$ cat config.mk
export PLATFORM = sky130hd
export DESIGN_NAME = mmio_port_responder
export DESIGN_NICKNAME = d
export VERILOG_FILES = /design/src/rtl/mmio_port_responder.sv
export SDC_FILE = /design/constraint.sdc
export NUM_CORES = 1
export LEC_CHECK = 0
export ABC_AREA = 1
export CAP_MARGIN = 20
export CORE_AREA = 2 2 135 104
export CTS_BUF_LIST = sky130_fd_sc_hd__clkbuf_4 sky130_fd_sc_hd__clkbuf_8
export DETAILED_ROUTE_END_ITERATION = 8
export DIE_AREA = 0 0 137 106
export PLACE_DENSITY = 0.82
export SLEW_MARGIN = 5
export SYNTH_ARGS = -nofsm -noshare
export SYNTH_HDL_FRONTEND = slang
export SYNTH_SLANG_ARGS = --single-unit
$ cat constraint.sdc
create_clock -name clk -period 1.9 [get_ports clk]
set_input_delay 0.19 -clock clk [delete_from_list [all_inputs] [get_ports clk]]
set_output_delay 0.19 -clock clk [all_outputs]
set_load 0.02 [all_outputs]
$ cat src/rtl/mmio_port_responder.sv
// Memory-mapped responder for the core's data bus: output port, synchronized input port,
// down-counting timer, sticky status flags and a registered interrupt line.
module mmio_port_responder #(
    parameter logic [31:0] BASE_ADDR = 32'h1000_0000,
    parameter int          IN_WIDTH  = 8
) (
    input  logic                clk,
    input  logic                reset,
    input  logic [31:0]         Address,
    input  logic [31:0]         WriteData,
    input  logic                MemWrite,
    input  logic                MemRead,
    input  logic [IN_WIDTH-1:0] PortIn,
    output logic [31:0]         ReadData,
    output logic                Hit,
    output logic [31:0]         PortOut,
    output logic                Irq
);
    localparam logic [2:0] OffPortOut  = 3'd0;
    localparam logic [2:0] OffPortIn   = 3'd1;
    localparam logic [2:0] OffStatus   = 3'd2;
    localparam logic [2:0] OffTmrLoad  = 3'd3;
    localparam logic [2:0] OffTmrCount = 3'd4;
    localparam logic [2:0] OffControl  = 3'd5;

    logic [2:0]          offset;
    logic                wrEn;
    logic                wrPortOut, wrStatus, wrTmrLoad, wrControl;
    logic [IN_WIDTH-1:0] sync1, sync2, sync3;
    logic                inChanged, tmrExpired;
    logic [31:0]         tmrLoad, tmrCount;
    logic [3:0]          control;
    logic                tmrStep, tmrWrap;
    logic [31:0]         readMux;

    // Counting saturates at zero; expiry is handled separately on the zero cycle.
    function automatic logic [31:0] satDec(input logic [31:0] v);
        return (v == 32'd0) ? 32'd0 : v - 32'd1;
    endfunction

    assign Hit       = (Address[31:5] == BASE_ADDR[31:5]) && (Address[1:0] == 2'b00);
    assign offset    = Address[4:2];
    assign wrEn      = MemWrite && Hit;
    assign wrPortOut = wrEn && (offset == OffPortOut);
    assign wrStatus  = wrEn && (offset == OffStatus);
    assign wrTmrLoad = wrEn && (offset == OffTmrLoad);
    assign wrControl = wrEn && (offset == OffControl);

    // A TMR_LOAD write pre-empts the whole timer evaluation for that edge.
    assign tmrStep = control[0] && !wrTmrLoad;
    assign tmrWrap = tmrStep && (tmrCount == 32'd0);

    always_ff @(posedge clk) begin
        if (!reset) begin
            sync1      <= '0;
            sync2      <= '0;
            sync3      <= '0;
            inChanged  <= 1'b0;
            tmrExpired <= 1'b0;
            PortOut    <= '0;
            tmrLoad    <= '0;
            tmrCount   <= '0;
            control    <= '0;
            Irq        <= 1'b0;
        end else begin
            sync1 <= PortIn;
            sync2 <= sync1;
            sync3 <= sync2;

            // Set events win over a simultaneous write-one-to-clear.
            inChanged  <= (inChanged & ~(wrStatus & WriteData[0])) | (sync2 != sync3);
            tmrExpired <= (tmrExpired & ~(wrStatus & WriteData[1])) | tmrWrap;

            if (wrPortOut)
                PortOut <= WriteData;

            if (wrTmrLoad) begin
                tmrLoad  <= WriteData;
                tmrCount <= WriteData;
            end else if (tmrStep) begin
                tmrCount <= (tmrWrap && control[1]) ? tmrLoad : satDec(tmrCount);
            end

            // Software CONTROL write overrides the one-shot self-disable.
            if (wrControl)
                control <= WriteData[3:0];
            else if (tmrWrap && !control[1])
                control[0] <= 1'b0;

            Irq <= (inChanged & control[2]) | (tmrExpired & control[3]);
        end
    end

    always_comb begin
        readMux = '0;
        case (offset)
            OffPortOut:  readMux = PortOut;
            OffPortIn:   readMux = 32'(sync2);
            OffStatus:   readMux = {30'd0, tmrExpired, inChanged};
            OffTmrLoad:  readMux = tmrLoad;
            OffTmrCount: readMux = tmrCount;
            OffControl:  readMux = {28'd0, control};
            default:     readMux = '0;
        endcase
    end

    assign ReadData = (MemRead && Hit) ? readMux : 32'd0;

endmodule

==> results.toml, run 1 <==
# physical design summary
[placed_design]
numPortBuffers = 141
hpwl_mm = 17.1
placed_area_sq_um = 9370

[synth]
yosysTopAreaCell = "dfxtp_1"
yosysUniqueCellTypes = 46
synth_stat.cells = 1081
synth_area_per_cell_sq_um = 6.48
synthArstFlopShare = 0
synth-edff-count = 0
top_cells_by_count = "nand2_1, inv_1, nor2_1"
yosys_area_sq_um = 7010
syn_nets = 1158

[setup_path]
crit_top_cell = "buf_6"
crit_family = "simple AND/OR/NAND/NOR gates"
critPathSlowestCell = "dfxtp_2"
critPathLaunchType = "register"
worst-path-buf-inv = 4
path_max_fanout = 4
critical_path_class = "register to register"
cp_slowest_stage_delay_ns = 0.34
end_kind = "register"
cp.arrival_ns = 2.31

[cts]
postCtsHoldBufs = 0
cts.sinks = 127
h-tree-depth = 4
path_clk_slew_ns = 0.10
clockBufferDepth = 2
cts_root_buf = "clkbuf_8"
cts_tree = "done"

[final_timing]
period_needed_ns = 1.92
fmax_mhz = 521
final.setup.worst_slack_ns = -0.0183
tns_ns = -0.0183
tightest_slew_ns = 0.573
finalSetupViolations = 1
fin_crit_sh = 1.01
clock_skew_ns = 0.0133
hold_viol_final = 0
holdWs_ns = 0.133
slew_viol_final = 0

[global_routing]
antenna_found_initial = 0
grt_pass1_wl_mm = 37.5
track_usage = 0.330

[flow_run]
drv_cap = 0
warnings = 27

[status]
status = "finished, violations left"
violations = "setup timing"

[pwr]
swShare = 0.290
p_sw_mw = 1.59
power_frac_seq = 0.493
pwr-share-clk = 0.437
power_density_nw_per_um2 = 539
p_leak_nw = 4.51
ir_worst_vdd_mv = 0.470
p_int_mw = 3.88

[detailed_routing]
vias_per_cell = 5.50
drt_pass1_iterations = 7
routedWlPerCell_microns = 16.4
remaining_drc_errors = 0
ant_nets = 0

[die]
ioPinCount = 142
coreArea_sq_um = 13300
initCoreUtil = 0.526

[min_path]
hp-class = "primary input to register"

[layout]
drive_above_1_share = 0.222
area_delta_synth_final_pct = 44.7
==> run 1: what timing repair did <==
action	in CTS	in global routing
setup buffers	10	8
gates resized	226	99
endpoints found under the setup margin	63	64
pin swaps	26	38
gates cloned	3	0
==> run 1: power by group through the flow <==
stage          clock network [mW]  registers [mW]  logic [mW]
6_report                     2.39            2.69       0.380
5_1_grt                      2.52            2.70       0.408
4_1_cts                      2.39            2.69       0.367
3_5_place_dp                    0            2.76       0.381
3_3_place_gp                    0            2.76       0.376
2_1_floorplan                   0            2.75       0.125
==> run 1: worst reg2reg max path, cell delays in order (launching register included) <==
cell     delay (ns)
dfxtp_2        0.34
inv_2          0.07
ha_4           0.17
nand2_4        0.07
nor2_4         0.15
nand3_4        0.11
nor2_8         0.15
buf_6          0.11
nand4_4        0.13
buf_6          0.17
buf_6          0.11
o21a_1         0.19
a21oi_2        0.11
==> run 1: state kept, by name, indices dropped and copies added, names as in the netlist <==
register    count
tmrCount       32
sync2           8
sync3           8
tmrExpired      1
inChanged       1
sync1           8
Irq             1
control         4
PortOut        32
tmrLoad        32
==> run 1: placed cells by master (no fill, tap or decap), types with 8 or more instances in the layout <==
cell	n
nand2_1	278
inv_1	137
dfxtp_1	123
buf_4	116
nor2_1	108
a21oi_1	84
o21ai_0	78
clkdlybuf4s50_1	76
nand3_1	35
nor2_2	22
buf_2	21
a31oi_1	17
clkbuf_8	17
nand4_1	14
dlygate4sd2_1	14
nor2_4	12
clkdlybuf4s15_1	12
xor2_1	10
o21bai_1	10
buf_6	10
buf_12	10
o211ai_1	8
o21a_1	8
==> run 1: cell type report <==
type | instances | area (sq um)
clock inverters | 15 | 169
flip-flops and latches | 127 | 2550
well taps | 175 | 219
repair buffers | 269 | 2380
multi-input cells | 760 | 4040
inverters | 146 | 552
fillers | 1031 | 3190
clock buffers | 17 | 234
==> run 1: cells by family (layout without fill, tap and decap cells) <==
group,after synthesis,after routing,share of synthesized area
buf+inv,194,447,0.109
compound gates,232,232,0.186
flops,127,127,0.363
simple gates,510,510,0.319
xor+xnor,17,17,0.0212
fa+ha+maj,1,1,0.00179
==> run 1: final timing paths <==
path | depth (start not counted) | endpoint | startpoint | slack (ns)
max | 12 | tmrCount[19]$_SDFFE_PN0P_ | tmrCount[0]$_SDFFE_PN0P_ | -0.02
min | 3 | tmrCount[26]$_SDFFE_PN0P_ | reset | 0.13
max reg2reg | 12 | tmrCount[19]$_SDFFE_PN0P_ | tmrCount[0]$_SDFFE_PN0P_ | -0.02
min reg2reg | 2 | sync2[7]$_SDFF_PN0_ | sync1[7]$_SDFF_PN0_ | 0.42
==> run 1: per-stage QoR <==
| stage | util | power (mW) |
|---|---|---|
| after floorplan | - | 2.88 |
| after global placement | 0.703 | 3.13 |
| after detailed placement | 0.703 | 3.14 |
| after CTS | 0.738 | 5.45 |
| after global routing | 0.761 | 5.62 |
| final | 0.761 | 5.46 |
==> run 1: per-layer routing <==
| metal | GRT usage | part of all wire | up-vias |
|---|---|---|---|
| met1 | 0.444 | 0.42 | 3846 |
| met5 | 0 | 0 | - |
| met2 | 0.505 | 0.44 | 428 |
| met4 | 0.138 | 0.032 | 0 |
| met3 | 0.0792 | 0.10 | 65 |
| li1 | - | - | 3960 |
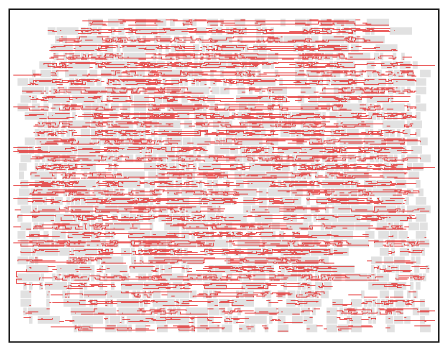
(run_1/layer_met1.png)
The longest straight run is 49.7 microns. 1271 nets have wire on it.
vias post-DR: 8299
final WL: 24.8 mm

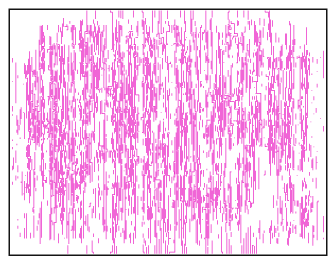
(run_1/layer_met2.png)
The wires run mostly vertical. 1168 nets have wire on it. The layer holds 44% of the routed length.

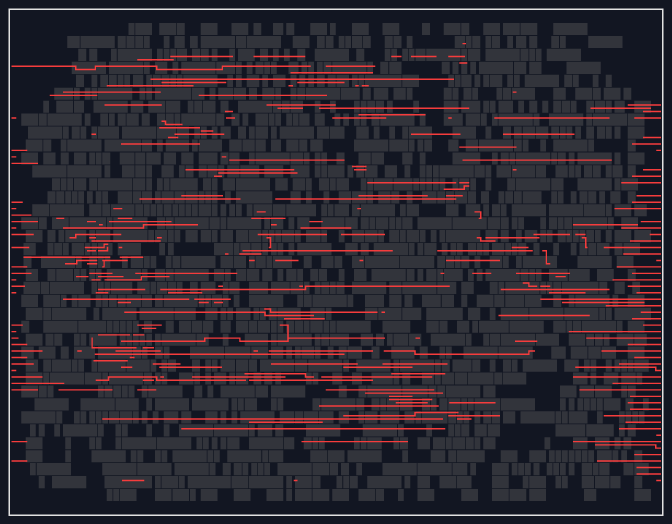
(run_1/layer_met3.png)
The longest straight run is 71.3 microns. The wires run mostly horizontal. The layer carries 2590 microns of wire.
routing usage on met3: 0.0792

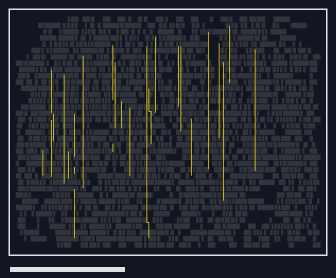
(run_1/layer_met4.png)
Bar = 50 microns.
The wires run mostly vertical. The layer carries 785 microns of wire. The layer holds 3.2% of the routed length. 23 nets have wire on it. The longest straight run is 76.3 microns.

==> run_1/congestion.png <==
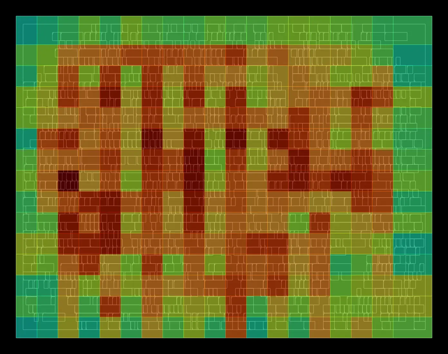

## Run 2: what changed since run 1
--- a/config.mk
+++ b/config.mk
@@ -7,11 +7,11 @@
 export LEC_CHECK = 0
 export ABC_AREA = 1
 export CAP_MARGIN = 20
-export CORE_AREA = 2 2 135 104
-export CTS_BUF_LIST = sky130_fd_sc_hd__clkbuf_4 sky130_fd_sc_hd__clkbuf_8
+export CORE_AREA = 2 2 138 106
+export CTS_BUF_LIST = sky130_fd_sc_hd__clkbuf_16
 export DETAILED_ROUTE_END_ITERATION = 8
-export DIE_AREA = 0 0 137 106
-export PLACE_DENSITY = 0.82
+export DIE_AREA = 0 0 140 108
+export PLACE_DENSITY = 0.79
 export SLEW_MARGIN = 5
 export SYNTH_ARGS = -nofsm -noshare
 export SYNTH_HDL_FRONTEND = slang
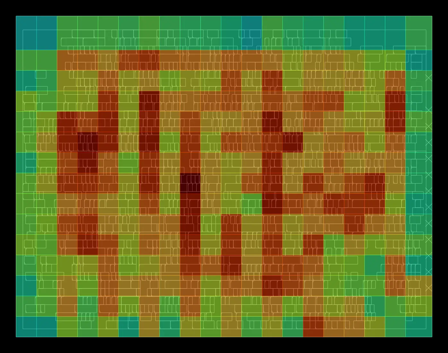
(run_2/congestion.png)
fin util: 0.739
met2 Track Usage GR: 0.496
met1 GRT Util: 0.410
Most Crowded Layer GR: met2

==> results.toml, run 2 <==
# physical design summary
[final_timing]
tightest_slew_ns = 0.444
period_needed_ns = 1.87
final.setup.worst_slack_ns = 0.0337
clock_skew_ns = 0.00702
fin_crit_sh = 0.982

[layout]
largestRegisters = "PortOut: 32 flops, tmrCount: 32 flops, tmrLoad: 32 flops"
drive_above_1_share = 0.219
layout.cells.most_common_list = "nand2_1, inv_1, dfxtp_1"
area_delta_synth_final_pct = 44.0

[pwr]
p_leak_nw = 4.53
ir_worst_vdd_mv = 0.591

[placed_design]
hpwl_mm = 16.3

[die]
initCoreUtil = 0.513
ioPinCount = 142

[synth]
synth_area_per_cell_sq_um = 6.48
synth_stat.cells = 1081

[global_routing]
grt_pass1_wl_mm = 36.7
track_usage = 0.303

[cts]
h-tree-depth = 4
clockBufferDepth = 2
cts.sinks = 127
path_clk_slew_ns = 0.06

[status]
status = "finished, violations left"
violations = "DRC"

[setup_path]
critical_path_class = "register to register"
end_kind = "register"
crit_family = "simple AND/OR/NAND/NOR gates"
critPathSlowestCell = "dfxtp_2"
path_max_fanout = 5
ff2ff_path_depth = 11

[detailed_routing]
wl_met1_mm = 10.3
remaining_drc_errors = 13
ant_nets = 0
vias_per_cell = 5.40
vias = 8095

[min_path]
min_to = "sync2[1]$_SDFF_PN0_"
hp-class = "primary input to register"
run 2: cell types whose count changed in the layout (fill, tap and decap cells not counted), moves of 4 or more:
cell	delta
a31oi_1	+4
buf_2	+4
buf_4	-12
buf_8	-4
clkbuf_16	+17
clkbuf_2	+9
clkbuf_8	-17
dlygate4sd2_1	-10
inv_8	-5
nand2_2	+4
nor2_1	+4
nor2_4	-6
run 2: worst min-delay path, stage by stage:
cell and delay, ns:
buf_2 0.15, nand2_1 0.07, inv_1 0.03
run 2: worst max path at each step:
| stage | from | end | slack (ns) | cells past startpoint |
|---|---|---|---|---|
| 5_1_grt | tmrCount[1]$_SDFFE_PN0P_ | tmrCount[11]$_SDFFE_PN0P_ | -0.04 | 11 |
| 4_1_cts | Address[2] | ReadData[1] | -0.04 | 7 |
| 6_report | tmrCount[1]$_SDFFE_PN0P_ | tmrCount[11]$_SDFFE_PN0P_ | 0.03 | 11 |
| 2_1_floorplan | Address[22] | ReadData[4] | 0.11 | 8 |
| 3_5_place_dp | Address[4] | ReadData[30] | -0.58 | 8 |
| 3_3_place_gp | Address[22] | ReadData[30] | -0.56 | 10 |
run 2: area by class of cell:
cell class / instances / area [sq um]
clock buffer: 17 / 425
fill: 1116 / 3560
inverter: 146 / 554
sequential: 127 / 2540
timing repair buffer: 260 / 2260
clock inverter: 15 / 138
multi-input combinational: 760 / 3950
tap: 175 / 219
run 2: cells by family after synthesis:
| kind of cell | after synthesis | synth area share |
|---|---|---|
| buf+inv | 194 | 0.109 |
| fa+ha+maj | 1 | 0.00179 |
| flops | 127 | 0.363 |
| xor+xnor | 17 | 0.0212 |
| compound gates | 232 | 0.186 |
| simple gates | 510 | 0.319 |
run 2: repair_timing:
| action | 4_1_cts | 5_1_grt |
|---|---|---|
| gates cloned | 1 | 0 |
| setup buffers | 5 | 14 |
| hold buffers | 0 | 0 |
| setup endpoints to repair | 65 | 61 |
| pin swaps | 6 | 42 |
| gates resized | 213 | 112 |
run 2: metal layers:
layer,track usage,vias to the layer above
li1,-,3957
met1,0.410,3675
met2,0.496,410
met3,0.0527,53
met4,0.105,0
met5,0,-
run 2: where the power goes:
part	internal [mW]	total [mW]	switching, mW
Clock	1.82	3.14	1.32
Combinational	0.189	0.380	0.190
Sequential	2.69	2.70	0.0118
Total	4.69	6.22	1.53
run 2: stage by stage:
stage | utilization | setup TNS [ns]
2_1_floorplan | - | 0
3_3_place_gp | 0.678 | -44.18
3_5_place_dp | 0.678 | -47.51
4_1_cts | 0.725 | -0.187
5_1_grt | 0.739 | -0.213
6_report | 0.739 | 0
Power and IR drop assume default switching activity.
